### Power grid, run 1

(3 px per um) Pins as bars on the die edge.
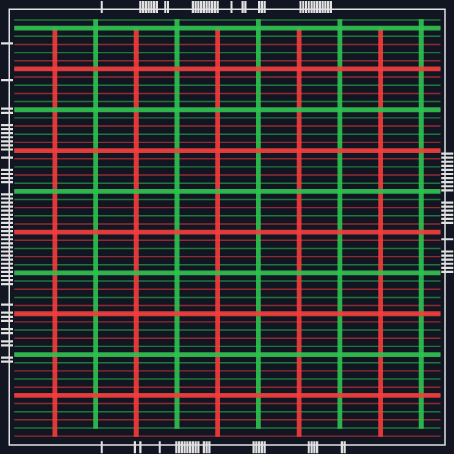
### Clock network drawn from the DEF, run 1

(4 px per um)
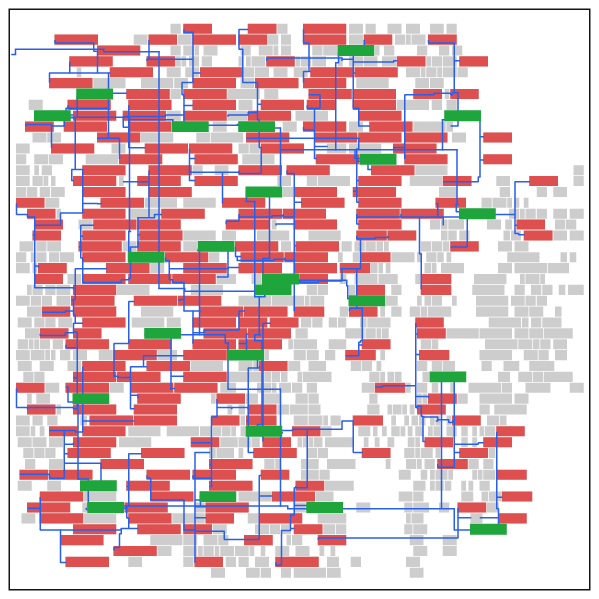
### Placement density heat map, run 1

(2 px per um) The die is cut into 14 by 14 equal tiles; white is low, dark blue is high, 0 to 100% covered.
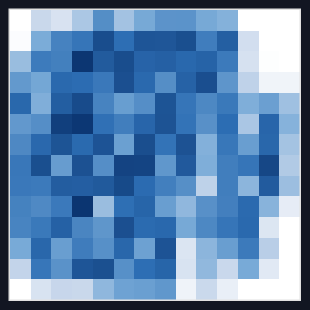
===== config.mk =====
export PLATFORM = sky130hd
export DESIGN_NAME = regfile_wb_arbiter
export DESIGN_NICKNAME = d
export VERILOG_FILES = /design/src/rtl/regfile_wb_arbiter.sv
export SDC_FILE = /design/constraint.sdc
export NUM_CORES = 1
export LEC_CHECK = 0
export CAP_MARGIN = 0
export CORE_UTILIZATION = 48
export CTS_CLUSTER_SIZE = 20
export DETAILED_ROUTE_END_ITERATION = 10
export HOLD_SLACK_MARGIN = 0.05
export PLACE_DENSITY = 0.72
export SYNTH_ARGS = -nofsm -noshare
export SYNTH_HDL_FRONTEND = slang
export SYNTH_SLANG_ARGS = --single-unit

===== constraint.sdc =====
create_clock -name clk -period 2.8 [get_ports clk]
set_clock_uncertainty 0.1 [all_clocks]
set_input_delay 0.7 -clock clk [delete_from_list [all_inputs] [get_ports clk]]
set_output_delay 0.7 -clock clk [all_outputs]
set_load 0.1 [all_outputs]

===== src/rtl/regfile_wb_arbiter.sv =====
// Register-file write-port arbiter: pipeline writeback vs buffered long-latency results.
// Optional REGFILE_ARB_BYPASS_EN adds write-cycle forwarding and early busy release.
module regfile_wb_arbiter #(
  parameter int FIFO_DEPTH   = 4,
  parameter int STARVE_LIMIT = 8
) (
  input  logic        clk,
  input  logic        rst,
  input  logic        wb_valid,
  input  logic [4:0]  wb_addr,
  input  logic [31:0] wb_data,
  input  logic        lu_valid,
  input  logic [4:0]  lu_addr,
  input  logic [31:0] lu_data,
  output logic        lu_ready,
  input  logic        issue_valid,
  input  logic [4:0]  issue_addr,
  input  logic [4:0]  rs1_addr,
  input  logic [4:0]  rs2_addr,
  output logic        rs1_busy,
  output logic        rs2_busy,
`ifdef REGFILE_ARB_BYPASS_EN
  output logic        rs1_byp_valid,
  output logic [31:0] rs1_byp_data,
  output logic        rs2_byp_valid,
  output logic [31:0] rs2_byp_data,
`endif
  output logic        stall_req,
  output logic        ovf_err,
  output logic        rf_we,
  output logic [4:0]  rf_addr,
  output logic [31:0] rf_data
);

  localparam int AW = $clog2(FIFO_DEPTH);
  localparam int CW = $clog2(STARVE_LIMIT + 1);

  localparam logic [0:0] ST_NORMAL  = 1'b0;
  localparam logic [0:0] ST_STARVED = 1'b1;

  logic [0:0]    state;
  logic [0:0]    state_nxt;
  logic [CW-1:0] cnt;
  logic [CW-1:0] cnt_nxt;

  logic [4:0]    fifo_addr [FIFO_DEPTH];
  logic [31:0]   fifo_data [FIFO_DEPTH];
  logic [AW:0]   wr_ptr;
  logic [AW:0]   rd_ptr;
  logic          empty;
  logic          full;
  logic          push;
  logic [4:0]    head_addr;
  logic [31:0]   head_data;

  logic          grant_wb;
  logic          grant_lu;
  logic          wb_drop;

  logic [31:0]   pending;
  logic [31:0]   set_mask;
  logic [31:0]   clr_mask;

  assign empty     = (wr_ptr == rd_ptr);
  assign full      = (wr_ptr[AW] != rd_ptr[AW]) &&
                     (wr_ptr[AW-1:0] == rd_ptr[AW-1:0]);
  assign lu_ready  = !full;
  assign push      = lu_valid && !full;
  assign head_addr = fifo_addr[rd_ptr[AW-1:0]];
  assign head_data = fifo_data[rd_ptr[AW-1:0]];
  assign stall_req = (state == ST_STARVED);

  // Grant selection: pipeline first unless the FIFO head is starving
  always_comb begin
    grant_wb = 1'b0;
    grant_lu = 1'b0;
    wb_drop  = 1'b0;
    if (state == ST_STARVED) begin
      grant_lu = !empty;
      wb_drop  = wb_valid;
    end else if (wb_valid) begin
      grant_wb = 1'b1;
    end else begin
      grant_lu = !empty;
    end
  end

  // Starvation counter and NORMAL/STARVED next state
  always_comb begin
    cnt_nxt   = cnt;
    state_nxt = state;
    if (empty || grant_lu) begin
      cnt_nxt = '0;
    end else if (cnt != CW'(STARVE_LIMIT)) begin
      cnt_nxt = cnt + 1'b1;
    end
    if (empty) begin
      state_nxt = ST_NORMAL;
    end else if (cnt_nxt >= CW'(STARVE_LIMIT)) begin
      state_nxt = ST_STARVED;
    end
  end

  // Scoreboard update masks; a same-cycle set overrides the clear
  always_comb begin
    set_mask = '0;
    clr_mask = '0;
    if (issue_valid && issue_addr != 5'd0) begin
      set_mask = 32'b1 << issue_addr;
    end
    if (grant_lu && head_addr != 5'd0) begin
      clr_mask = 32'b1 << head_addr;
    end
  end

  // FIFO storage; contents are don't-care while empty
  always_ff @(posedge clk) begin
    if (push) begin
      fifo_addr[wr_ptr[AW-1:0]] <= lu_addr;
      fifo_data[wr_ptr[AW-1:0]] <= lu_data;
    end
  end

  // FIFO pointers, FSM, scoreboard and sticky error
  always_ff @(posedge clk) begin
    if (rst) begin
      wr_ptr  <= '0;
      rd_ptr  <= '0;
      state   <= ST_NORMAL;
      cnt     <= '0;
      pending <= '0;
      ovf_err <= 1'b0;
    end else begin
      if (push) begin
        wr_ptr <= wr_ptr + 1'b1;
      end
      if (grant_lu) begin
        rd_ptr <= rd_ptr + 1'b1;
      end
      state   <= state_nxt;
      cnt     <= cnt_nxt;
      pending <= (pending & ~clr_mask) | set_mask;
      if ((lu_valid && full) || wb_drop) begin
        ovf_err <= 1'b1;
      end
    end
  end

  // Registered write port toward the register file
  always_ff @(posedge clk) begin
    if (rst) begin
      rf_we   <= 1'b0;
      rf_addr <= '0;
      rf_data <= '0;
    end else if (grant_wb) begin
      rf_we   <= (wb_addr != 5'd0);
      rf_addr <= wb_addr;
      rf_data <= wb_data;
    end else if (grant_lu) begin
      rf_we   <= (head_addr != 5'd0);
      rf_addr <= head_addr;
      rf_data <= head_data;
    end else begin
      rf_we   <= 1'b0;
    end
  end

`ifdef REGFILE_ARB_BYPASS_EN
  // Busy lookups with early release on the clearing grant
  always_comb begin
    rs1_busy = pending[rs1_addr] && (rs1_addr != 5'd0) &&
               !clr_mask[rs1_addr];
    rs2_busy = pending[rs2_addr] && (rs2_addr != 5'd0) &&
               !clr_mask[rs2_addr];
  end

  // Forward the write the regfile has not yet absorbed
  always_comb begin
    rs1_byp_valid = rf_we && (rf_addr == rs1_addr) &&
                    (rs1_addr != 5'd0);
    rs2_byp_valid = rf_we && (rf_addr == rs2_addr) &&
                    (rs2_addr != 5'd0);
    rs1_byp_data  = rf_data;
    rs2_byp_data  = rf_data;
  end
`else
  // Busy lookups straight from the scoreboard
  always_comb begin
    rs1_busy = pending[rs1_addr] && (rs1_addr != 5'd0);
    rs2_busy = pending[rs2_addr] && (rs2_addr != 5'd0);
  end
`endif

endmodule


==> run_results.csv, run 1 <==
group,metric,value,unit
finish,fin_area,0.0123,mm2
global_route,met1_usage,0.267,
drt,top_layer,"met4",
drt,first_pass_iters,5,
power_and_ir_drop,p_leak,4.31,nW
cts,htreeDepth,1,
floorplanning,tap_cells,265,
worst_setup_path,critPathBufInv,1,
min_path,hold_path_end,"pending[7]",
finish,nClkBuffers,36,
global_route,grt_max_degree,38,
sta,layout_setup_ws,-31.8,ps
power_and_ir_drop,p_int,6.51,mW
worst_setup_path,crit_path_max_incr_delay,470,ps
yosys,ys_chip_area,0.00978,mm2
drt,m1WireLength,8730,um
yosys,synthTopLogicFamily,"multiplexers",
cts,cts_buffers,24,
power_and_ir_drop,combPwrFrac,0.258,
global_route,grt_use_met2,0.388,
finish,area_dominant_class,"registers",
yosys,synth.avg_cell_area,14.7,um2
finish,flop_area,0.00612,mm2
worst_setup_path,critPathTopFamily,"multiplexers",
worst_setup_path,r2r_end,"pending[16]",
outcome,violations,"setup timing",
power_and_ir_drop,comb_cell_power,2.42,mW
power_and_ir_drop,power.density,764,mW/mm2
yosys,ys_warn_count,0,
power_and_ir_drop,p_switching,2.88,mW
finish,inverters,8,
worst_setup_path,critPathKind,"reg2out",
finish,clk_share,0.0612,
drt,wirelength,22000,um
yosys,flop_cell,"edfxtp_1",
worst_setup_path,cp.arrival,2030,ps
yosys,ys_ff,231,
flow_run,tool_warnings,32,
worst_setup_path,rr_worst_depth,4,
yosys,top_cells_by_area,"edfxtp_1, dfxtp_1, mux4_2",
sta,tightest_slew,656,ps
cts,hold_buffers,0,
power_and_ir_drop,power.total,9.39,mW
flow_run,cap_violations,0,
sta,fin_setup_tns,-52.8,ps
yosys,synth.largest_area_cell,"edfxtp_1",
sta,setup_viol,2,
finish,num-fill-cells,1440,
finish,bufAreaShareNonClock,0.130,
yosys,edf_count,148,
power_and_ir_drop,top_power_group,"sequential cells",
worst_setup_path,worst_setup_path_start_kind,"flip-flop",
drt,wl_per_cell,20.0,um
drt,drcViolationCount,0,
worst_setup_path,crit_path_start,"pending[13]",
sta,grt_setup_unrepaired,"true",
floorplanning,ios,137,
power_and_ir_drop,switching_share,0.307,
sta,post-route-min-period,2830,ps
global_route,grt_use_met3,0.0385,
finish,final-instance-count-excl-fill,1098,
placement,place_congestion,0.893,
cts,root_buffer,"clkbuf_16",
power_and_ir_drop,sequentialPower,3.96,mW
yosys,synthesis.nets,768,
worst_setup_path,crit_path_end,"rs2_busy",
placement,place_inst,1054,
sta,fmax,353,MHz
finish,nMultiInputCombCells,378,
finish,most-common-layout-cells,"edfxtp_1, clkdlybuf4s50_1, nor2_1, buf_4, dfxtp_1",
yosys,xor_share,0.00806,
placement,pre_cts_ws,-603,ps
sta,hold_viol,0,
cts,numClockSinks,231,
yosys,top_cell_area_share,0.454,
cts,cts_buffer_depth,3,
global_route,grt_pass1_wl,34700,um
sta,fin_hold_ws,383,ps
worst_setup_path,r2r_slack,530,ps
drt,dr_wl_met2,11400,um
yosys,top_cells_by_count,"edfxtp_1, dfxtp_1, nor2_1, mux2i_1, mux4_2",
cts,ctsResizeCount,49,
yosys,synthAdderAreaFrac,0.00895,
yosys,ys_sh_aoi,0.0834,
sta,relSlewSlack,0.560,
worst_setup_path,worst-path-max-fanout,3,
drt,vias_per_cell,5.77,
min_path,hp-class,"reg2reg",
floorplanning,chipArea,0.0210,mm2
finish,syn_to_final_growth,25.6,%
yosys,ys_sh_simple,0.0766,
min_path,min_from,"pending[7]",
finish,largest_reg_flops,128,
yosys,syn_area,0.00978,mm2
yosys,syn_inst,667,
drt,drt_iter0_drc,432,
placement,portBuffers,136,
worst_setup_path,cp-end-kind,"primary output",
drt,antenna_left,0,
cts,postCtsSetupBuffers,0,
cts,cts_tree,"yes",
global_route,grt_overflow,0,
worst_setup_path,cp.required,2000,ps
drt,route.met3.wl,1340,um
placement,dpl-instance-area,0.0115,mm2
cts,path_clk_slew,60,ps
finish,comb_area,0.00345,mm2
placement,dp_hpwl,15200,um
sta,post-route-period-util,1.01,
finish,lay_top_count,"edfxtp_1",
global_route,grt.busiest_layer,"met2",
worst_setup_path,path_cells,"mux4_2, mux2i_1, mux2i_2, o211a_4, buf_12",
yosys,synth_seq_share,0.624,
outcome,outcome,"complete, but fails checks",
yosys,yosysMostFrequentCell,"edfxtp_1",
floorplanning,num_rows,51,
min_path,holdPathStages,2,
worst_setup_path,slowest_stage,"mux4_2",
yosys,mux_share,0.172,
finish,nonClockBufferCount,172,
drt,vias,6330,
global_route,grt_pass1_vias,6759,
yosys,synthArstFlopShare,0,
finish,drive_above_1_share,0.251,
Notes on 'Power grid' above:
- VDD: green
- VSS: red
- rows: 51
- met5 straps: 10
- signal pins: 137
- met1 rails: 52
- met4 straps: 10
Worst VDD drop: 503 uV
Die X: 145 um
vertical die size: 145 um
core region area: 0.0197 mm2

Notes on 'Clock network drawn from the DEF' above:
- clock drivers: green (count 24)
- flip-flops: red (count 231)
- clock wires: blue (length 2,610 um)
- flops lie: spread over the die
- routed clock nets: 25
clock group share of total power: 0.320
clk_lat worst skew: 510 ps
clock-net power: 3.00 mW

Notes on 'Placement density heat map' above:
- mean over tiles: 57%
- nearly empty tiles: 8.2%
- fullest tile: 98%
utilization after layout: 0.623
fp util: 0.496

==> run 1 -> run 2 <==
- PLACE_DENSITY: 0.72 -> 0.75
- clock period: 2.8 -> 2.4 ns (I/O delays scaled with it)
### Power grid, run 2

(3 px per um) Pins as bars on the die edge.
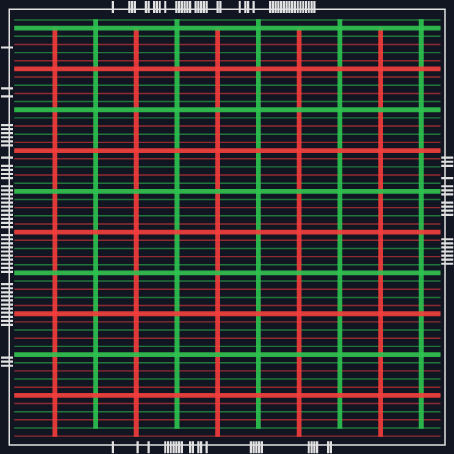
- VDD: green
- VSS: red
- signal pins: 137
- met1 rails: 52
- met4 straps: 10
Worst VDD drop: 604 uV

### Placement density heat map, run 2

(2 px per um) The die is cut into 14 by 14 equal tiles; white is low, dark blue is high, 0 to 100% covered.
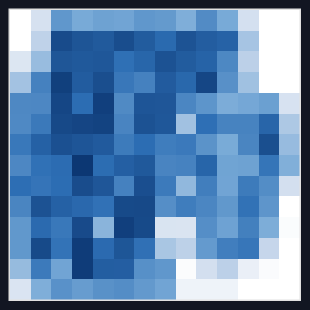
- nearly empty tiles: 8.7%
- mean over tiles: 58%
- tiles over 75% full: 34%
- emptiest ninth of the die: bottom right
- fullest tile: 97%
utilization after layout: 0.638

### Track usage over the die, run 2

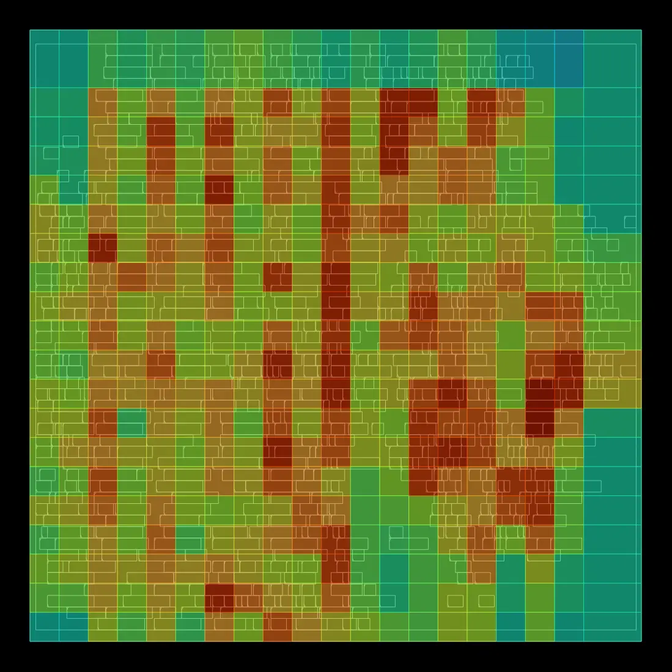
met3 usage: 0.0401
met1 track demand over resource: 0.264
drt wl/cell: 20.2 um
Tot GR Track Use: 0.219

==> run 2 against run 1 <==
  * The run still ends with setup timing left
  * Register-to-register slack got worse by 340 ps
  * Largest power group unchanged
  * Count of clock-buffer cells in the layout fell by 7
  * Wire length rose by 2.5%
  * Worst setup slack got worse by 320 ps
  * Synthesized cell count unchanged
==> run_results.csv, run 2 <==
group,metric,value,unit
sta,fmax,363,MHz
yosys,top_cell_area_share,0.454,
yosys,ys_sh_aoi,0.0834,
sta,hold_viol,0,
power_and_ir_drop,combPwrFrac,0.258,
placement,portBuffers,136,
sta,relSlewSlack,0.533,
drt,wirelength,22500,um
placement,pre_cts_ws,-784,ps
cts,insertion_delay,510,ps
floorplanning,num_rows,51,
yosys,flop_cell,"edfxtp_1",
yosys,yosysMostFrequentCell,"edfxtp_1",
drt,antenna_left,0,
finish,fin_area,0.0126,mm2
worst_setup_path,cp-end-kind,"primary output",
yosys,edf_count,148,
worst_setup_path,critPathKind,"reg2out",
yosys,syn_area,0.00978,mm2
drt,first_pass_iters,4,
floorplanning,chipArea,0.0210,mm2
power_and_ir_drop,p_leak,4.44,nW
yosys,ys_chip_area,0.00978,mm2
floorplanning,die_y,145,um
placement,dp_hpwl,15600,um
finish,fin_nets,932,
min_path,hp-class,"reg2reg",
floorplanning,tap_cells,265,
global_route,grt_use_met2,0.391,
floorplanning,ios,137,
cts,ctsResizeCount,46,
finish,num-fill-cells,1404,
sta,tightest_slew,692,ps
worst_setup_path,worst_setup_path_start_kind,"flip-flop",
worst_setup_path,cp.required,1700,ps
finish,lay_top_count,"edfxtp_1",
yosys,synth.avg_cell_area,14.7,um2
finish,nMultiInputCombCells,378,
power_and_ir_drop,switching_share,0.309,
cts,path_clk_slew,70,ps
drt,top_layer,"met4",
global_route,grt_pass1_wl,34800,um
sta,post-route-period-util,1.15,
finish,nClkBuffers,29,
sta,setup_viol,2,
yosys,ys_warn_count,0,
finish,inverters,8,
cts,postCtsSetupBuffers,1,
placement,place_congestion,0.912,
cts,cts_buffer_depth,3,
cts,cts_buffers,24,
worst_setup_path,rr_worst_depth,4,
yosys,synthArstFlopShare,0,
outcome,outcome,"complete, but fails checks",
floorplanning,coreArea,0.0197,mm2
sta,fin_setup_tns,-688,ps
worst_setup_path,r2r_slack,190,ps
yosys,synthesis.nets,768,
min_path,hold_path_end,"pending[1]",
min_path,holdPathStages,2,
yosys,top_cells_by_area,"edfxtp_1, dfxtp_1, mux4_2",
power_and_ir_drop,clock_net_power,3.69,mW
cts,cts_tree,"yes",
sta,fin_hold_ws,378,ps
global_route,grt.busiest_layer,"met2",
flow_run,tool_warnings,33,
cts,hold_buffers,0,
drt,vias,6382,
power_and_ir_drop,comb_cell_power,2.89,mW
cts,numClockSinks,231,
yosys,mux_share,0.172,
power_and_ir_drop,power.total,11.2,mW
finish,clk_share,0.0640,
drt,m1WireLength,9050,um
worst_setup_path,critPathTopFamily,"multiplexers",
yosys,synth.largest_area_cell,"edfxtp_1",
finish,comb_share,0.278,
drt,drcViolationCount,0,
floorplanning,die_w,145,um
placement,place_inst,1068,
power_and_ir_drop,top_power_group,"sequential cells",
worst_setup_path,slowest_stage,"mux4_2",
finish,comb_area,0.00350,mm2
finish,area_dominant_class,"registers",
drt,route.met3.wl,1290,um
finish,bufAreaShareNonClock,0.141,
finish,drive_above_1_share,0.284,
outcome,violations,"setup timing",
drt,drt_iter0_drc,424,
cts,root_buffer,"clkbuf_16",
yosys,synthAdderAreaFrac,0.00895,
finish,largest_reg_flops,128,
yosys,syn_inst,667,
cts,htreeDepth,1,
worst_setup_path,path_cells,"mux4_2, mux2i_2, mux2i_2, o211a_4, buf_12",
worst_setup_path,crit_path_start,"pending[13]",
finish,flop_area,0.00613,mm2
global_route,grt_overflow,0,
power_and_ir_drop,p_int,7.74,mW
worst_setup_path,crit_path_max_incr_delay,490,ps
worst_setup_path,critPathBufInv,1,
finish,final-instance-count-excl-fill,1114,
worst_setup_path,cp.arrival,2050,ps
placement,dpl-instance-area,0.0117,mm2
drt,vias_per_cell,5.73,
yosys,top_cells_by_count,"edfxtp_1, dfxtp_1, nor2_1, mux2i_1, mux4_2",
finish,most-common-layout-cells,"edfxtp_1, clkdlybuf4s50_1, buf_4, nor2_1, dfxtp_1",
power_and_ir_drop,pwr-share-clk,0.329,
worst_setup_path,worst-path-max-fanout,3,
flow_run,cap_violations,0,
yosys,xor_share,0.00806,
finish,nonClockBufferCount,188,
sta,layout_setup_ws,-354,ps
floorplanning,fp_util,0.496,
yosys,synthTopLogicFamily,"multiplexers",
yosys,synth_seq_share,0.624,
drt,dr_wl_met2,11600,um
power_and_ir_drop,power.density,892,mW/mm2
worst_setup_path,r2r_end,"fifo_data[3][21]",
global_route,grt_max_degree,35,
sta,grt_setup_unrepaired,"true",
finish,syn_to_final_growth,28.5,%
No activity file was given, so power comes from the tool's default toggle rates.
